### Routing congestion

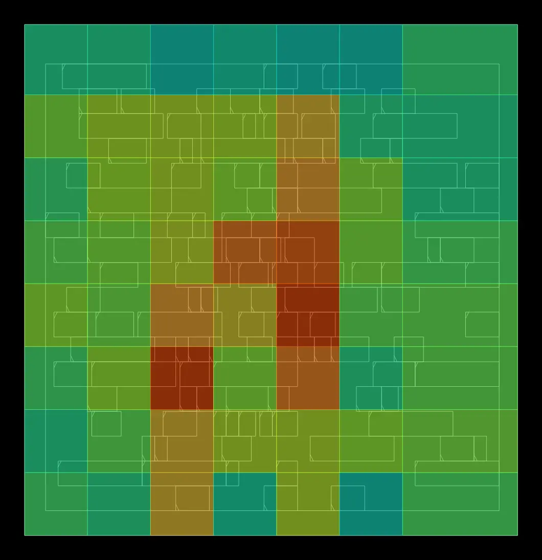
### Cells coloured by class

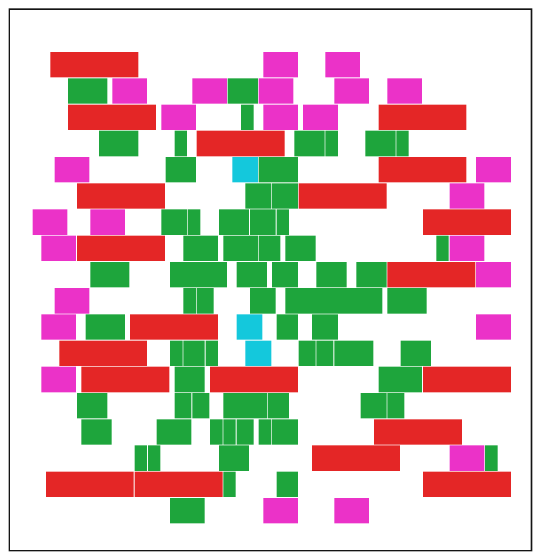
### Register map, names as in the netlist

Bar = 20 microns.
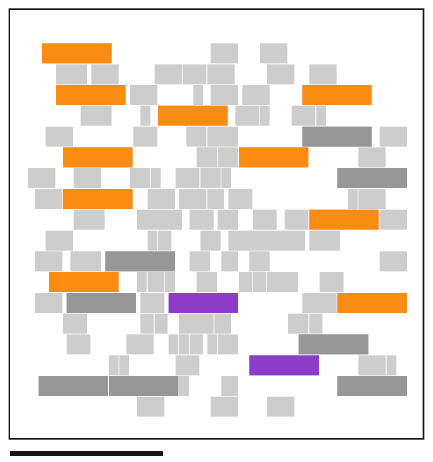
==> src/rtl/ps2_key_tracker.sv <==
// PS/2 scancode tracker: decodes make/break/extended prefixes, keeps shift,
// caps-lock and Thai-layer state, and produces the character ROM address.
module ps2_key_tracker #(
  parameter logic [7:0] SHIFT_L_CODE = 8'h12,
  parameter logic [7:0] SHIFT_R_CODE = 8'h59,
  parameter logic [7:0] CAPS_CODE    = 8'h58,
  parameter logic [7:0] LANG_CODE    = 8'h0E
) (
  input  logic       clk,
  input  logic       reset,
  input  logic       rx_done_tick,
  input  logic [7:0] rx_data,
  output logic [9:0] addr,
  output logic       key_tick,
  output logic       rom_valid,
  output logic       shift,
  output logic       caps,
  output logic       thai
);

  localparam logic [7:0] PREFIX_EXT = 8'hE0;
  localparam logic [7:0] PREFIX_BRK = 8'hF0;
  localparam int         N_DISCARD  = 6;

  // Keyboard status/ack bytes that carry no key information.
  localparam logic [7:0] DISCARD_CODES [N_DISCARD] =
    '{8'hAA, 8'hFA, 8'hEE, 8'hFE, 8'h00, 8'hFF};

  typedef enum logic [1:0] {
    IDLE,
    BRK,
    EXT,
    EXT_BRK
  } state_t;

  state_t     state_reg;
  logic [9:0] addr_reg;
  logic       key_tick_reg;
  logic       rom_valid_reg;
  logic       caps_reg;
  logic       thai_reg;
  logic       shift_l_held_reg;
  logic       shift_r_held_reg;
  logic       caps_held_reg;
  logic       lang_held_reg;

  logic [N_DISCARD-1:0] discard_hit;
  logic                 is_discard;
  logic                 shift_any;

  genvar gi;
  generate
    for (gi = 0; gi < N_DISCARD; gi++) begin : g_discard
      assign discard_hit[gi] = (rx_data == DISCARD_CODES[gi]);
    end
  endgenerate

  assign is_discard = |discard_hit;
  assign shift_any  = shift_l_held_reg | shift_r_held_reg;

  always_ff @(posedge clk or posedge reset) begin
    if (reset) begin
      state_reg        <= IDLE;
      addr_reg         <= '0;
      key_tick_reg     <= 1'b0;
      rom_valid_reg    <= 1'b0;
      caps_reg         <= 1'b0;
      thai_reg         <= 1'b0;
      shift_l_held_reg <= 1'b0;
      shift_r_held_reg <= 1'b0;
      caps_held_reg    <= 1'b0;
      lang_held_reg    <= 1'b0;
    end else begin
      key_tick_reg  <= 1'b0;
      // The ROM registers addr on the key_tick cycle, so its data lands one cycle later.
      rom_valid_reg <= key_tick_reg;
      if (rx_done_tick) begin
        case (state_reg)
          IDLE: begin
            if (rx_data == PREFIX_EXT) begin
              state_reg <= EXT;
            end else if (rx_data == PREFIX_BRK) begin
              state_reg <= BRK;
            end else if (!is_discard) begin
              if (rx_data == SHIFT_L_CODE) begin
                shift_l_held_reg <= 1'b1;
              end else if (rx_data == SHIFT_R_CODE) begin
                shift_r_held_reg <= 1'b1;
              end else if (rx_data == CAPS_CODE) begin
                // Held flag suppresses re-toggling on typematic repeats.
                if (!caps_held_reg) begin
                  caps_reg      <= ~caps_reg;
                  caps_held_reg <= 1'b1;
                end
              end else if (rx_data == LANG_CODE) begin
                if (!lang_held_reg) begin
                  thai_reg      <= ~thai_reg;
                  lang_held_reg <= 1'b1;
                end
              end else begin
                addr_reg     <= {thai_reg, shift_any ^ caps_reg, rx_data};
                key_tick_reg <= 1'b1;
              end
            end
          end
          BRK: begin
            if (rx_data == SHIFT_L_CODE) shift_l_held_reg <= 1'b0;
            if (rx_data == SHIFT_R_CODE) shift_r_held_reg <= 1'b0;
            if (rx_data == CAPS_CODE)    caps_held_reg    <= 1'b0;
            if (rx_data == LANG_CODE)    lang_held_reg    <= 1'b0;
            state_reg <= IDLE;
          end
          EXT: begin
            // Extended keys (including the E0 12 fake shift) are not translated.
            state_reg <= (rx_data == PREFIX_BRK) ? EXT_BRK : IDLE;
          end
          EXT_BRK: begin
            state_reg <= IDLE;
          end
          default: begin
            state_reg <= IDLE;
          end
        endcase
      end
    end
  end

  assign addr      = addr_reg;
  assign key_tick  = key_tick_reg;
  assign rom_valid = rom_valid_reg;
  assign shift     = shift_any;
  assign caps      = caps_reg;
  assign thai      = thai_reg;

endmodule

==> config.mk <==
export PLATFORM = sky130hd
export DESIGN_NAME = ps2_key_tracker
export DESIGN_NICKNAME = d
export VERILOG_FILES = /design/src/rtl/ps2_key_tracker.sv
export SDC_FILE = /design/constraint.sdc
export NUM_CORES = 1
export LEC_CHECK = 0
export CORE_AREA = 2 2 52 54
export CTS_BUF_LIST = sky130_fd_sc_hd__clkbuf_4 sky130_fd_sc_hd__clkbuf_8
export CTS_CLUSTER_DIAMETER = 60
export CTS_CLUSTER_SIZE = 20
export DETAILED_ROUTE_END_ITERATION = 10
export DIE_AREA = 0 0 54 56
export PLACE_DENSITY_LB_ADDON = 0.12
export SYNTH_ARGS = -nofsm -noshare
export SYNTH_HDL_FRONTEND = slang
export SYNTH_SLANG_ARGS = --single-unit
==> constraint.sdc <==
create_clock -name clk -period 4.6 [get_ports clk]
set_clock_uncertainty 0.2 [all_clocks]
set_input_delay 0.92 -clock clk [delete_from_list [all_inputs] [get_ports clk]]
set_output_delay 0.92 -clock clk [all_outputs]
set_load 0.02 [all_outputs]
==> flow_summary.yaml <==
# synthesis and place-and-route metrics
synth:
  common_cells: "dfrtp_1, inv_1, mux2_2, o2bb2ai_1"
  syn_nets: 101
  edf_count: 0
  ys_chip_area_sq_um: 1038
  seq_area_frac_synth_pct: 48.19
  yosysWarnings: 0
  netlist.area_leader.share_pct: 48.19
  topCellsByArea: "dfrtp_1, mux2_2, o2bb2ai_1, inv_1, a2111oi_4"
  synth_cell_types: 36
  ys.flops: 20
  synthFlopType: "dfrtp_1"
  postSynthCellCount: 90
  yosysCellCount: 90
  synth_top_cell_by_area: "dfrtp_1"
  top_cell: "dfrtp_1"
critical_path:
  crit_type: "in -> reg"
  cp_top_family: "AND-OR/OR-AND gates"
  worst-path-buf-inv: 1
  critPathArrivalTime_ps: 3030
  slowest_delay_ps: 690
  startpoint_type: "input port"
  cp_max_fo: 10
  worst_ep_required_time_ps: 4580
clock_network:
  path_clk_slew_ps: 100
  cts_tree: "done"
  hold_buffers: 0
  clkSinkCount: 20
  clock_latency_ps: 290
  cts_resized: 0
  cts_buffer_depth: 2
  cts_buffers: 3
sta:
  rsz0062_at_grt: "false"
  maxSlewViolCount: 0
  finalClockPeriodUsage_pct: 66.18
  relSlewSlack_pct: 48.80
  setup_ws_ps: 1556
  fmax_mhz: 328.5
  worst_pin_slew_ps: 763.4
  hold_viol: 0
  setup_viol: 0
  fin_crit_ps: 3044
drt:
  vias: 806
  dr.max_layer_used: "met4"
  dr.pass1.iters: 4
  wl_met3_microns: 81
  dr_wl_met2_mm: 1.064
  wl_met1_microns: 975
  drc: 0
  wirelength_mm: 2.145
  viasPerCell: 5.559
  drt_iter0_drc: 11
global_route:
  grt_pass1_wl_mm: 3.588
  grt-busiest-layer: "met2"
  grt_util_met3_pct: 2.688
  track_usage_pct: 15.86
  grt_antenna_before_repair: 0
  grt.overflow.total: 0
  grt_max_degree: 21
  grt_pass1_vias: 778
floorplanning:
  dieArea_sq_um: 3024
  coreArea_sq_um: 2432
  die_width_microns: 54
placed_design:
  dp_cells: 142
  gp_congestion: 0.7701
  dpl_worst_slack_ps: 1220
  place_hpwl_mm: 1.593
  place_area_sq_um: 1296
  io_buffers: 25
pwr:
  peakVddDrop_mv: 0.1710
  p_per_area_nw_per_um2: 280.4
  p_total_mw: 0.3697
layout:
  post-route-util_pct: 54.22
  final_cells: 145
  n_antenna_cell: 0
  largest_reg_flops: 10
  area_growth_syn_to_layout_pct: 26.99
  final_nets: 128
  nFillCells: 221
  comb_area_sq_um: 466.7
worst_hold_path:
  min_path_type: "reg -> reg"
flow_run:
  tool_warnings: 26
  cap_violations: 0
run_status:
  status: "finished, final reports clean"
Back to the opening pictures, 'Routing congestion':
GR met1 Demand/Resource: 20.27%
met2 Resource Use GR: 25.78%
WL per Instance: 14.79 microns

Back to the opening pictures, 'Cells coloured by class':
| class | colour | cells |
|---|---|---|
| sequential cells | red | 20 |
| remaining buffers and delay cells | magenta | 25 |
| combinational and other logic | green | 67 |
| clock drivers | cyan | 3 |
Layout Cell Area excl Fill: 1319 sq um
row cnt: 18

Back to the opening pictures, 'Register map, names as in the netlist':
| signal | colour | sequential cells |
|---|---|---|
| addr | orange | 10 |
| state_reg | purple | 2 |
not coloured: 8
seq pwr: 0.198 mW
Seq. cell area: 500.5 sq um
Seq area share: 37.95%

placed cells by master, fill, tap and decap left out, types with 2 or more instances in the layout:
cell,netlist,routed
dfrtp_1,20,20
a211oi_1,2,2
o2bb2ai_1,5,5
nand2b_1,2,2
nand4b_1,2,2
mux2i_1,2,2
nor2_1,3,3
or4b_2,2,2
a21oi_1,3,3
inv_1,11,11
nand3b_1,2,2
mux2_2,5,5
nand3_1,2,2
o31ai_1,2,2
or4_1,2,2
xor2_1,2,2
nand2_1,3,3
clkbuf_4,0,3
clkdlybuf4s50_1,0,25
power by group:
part | switching (mW) | internal, mW
Clock | 0.0502 | 0.0304
Combinational | 0.0465 | 0.0442
Sequential | 0.00834 | 0.190
Total | 0.105 | 0.265
cell type report:
| class | count | area share, % |
|---|---|---|
| tap | 30 | 2.846 |
| multi-input combinational | 56 | 35.39 |
| inverter | 11 | 3.131 |
| timing repair buffer | 25 | 18.98 |
| clock buffer | 3 | 1.708 |
| sequential | 20 | 37.95 |
worst paths after layout:
path,cells past startpoint,start,slack [ps],end
min reg2reg,0,key_tick$_DFF_PP0_,180,rom_valid$_DFF_PP0_
max reg2reg,4,state_reg[0]$_DFFE_PP0P_,2280,addr[2]$_DFFE_PP0P_
min,0,key_tick$_DFF_PP0_,180,rom_valid$_DFF_PP0_
min in group asynchronous,2,reset,840,thai$_DFFE_PP0P_
max,5,rx_data[4],1560,addr[2]$_DFFE_PP0P_
max in group asynchronous,2,reset,2870,addr[1]$_DFFE_PP0P_
cell families after synthesis:
group                     count (synthesis)  synth area share, %
AOI/OAI and AO/OA                        20                17.11
xor gates and xnor gates                  3                2.531
buffers and inverters                    14                6.868
DFF                                      20                48.19
muxes                                     7                7.349
and+or+nand+nor                          26                17.95
No activity file was given, so power comes from the tool's default toggle rates.
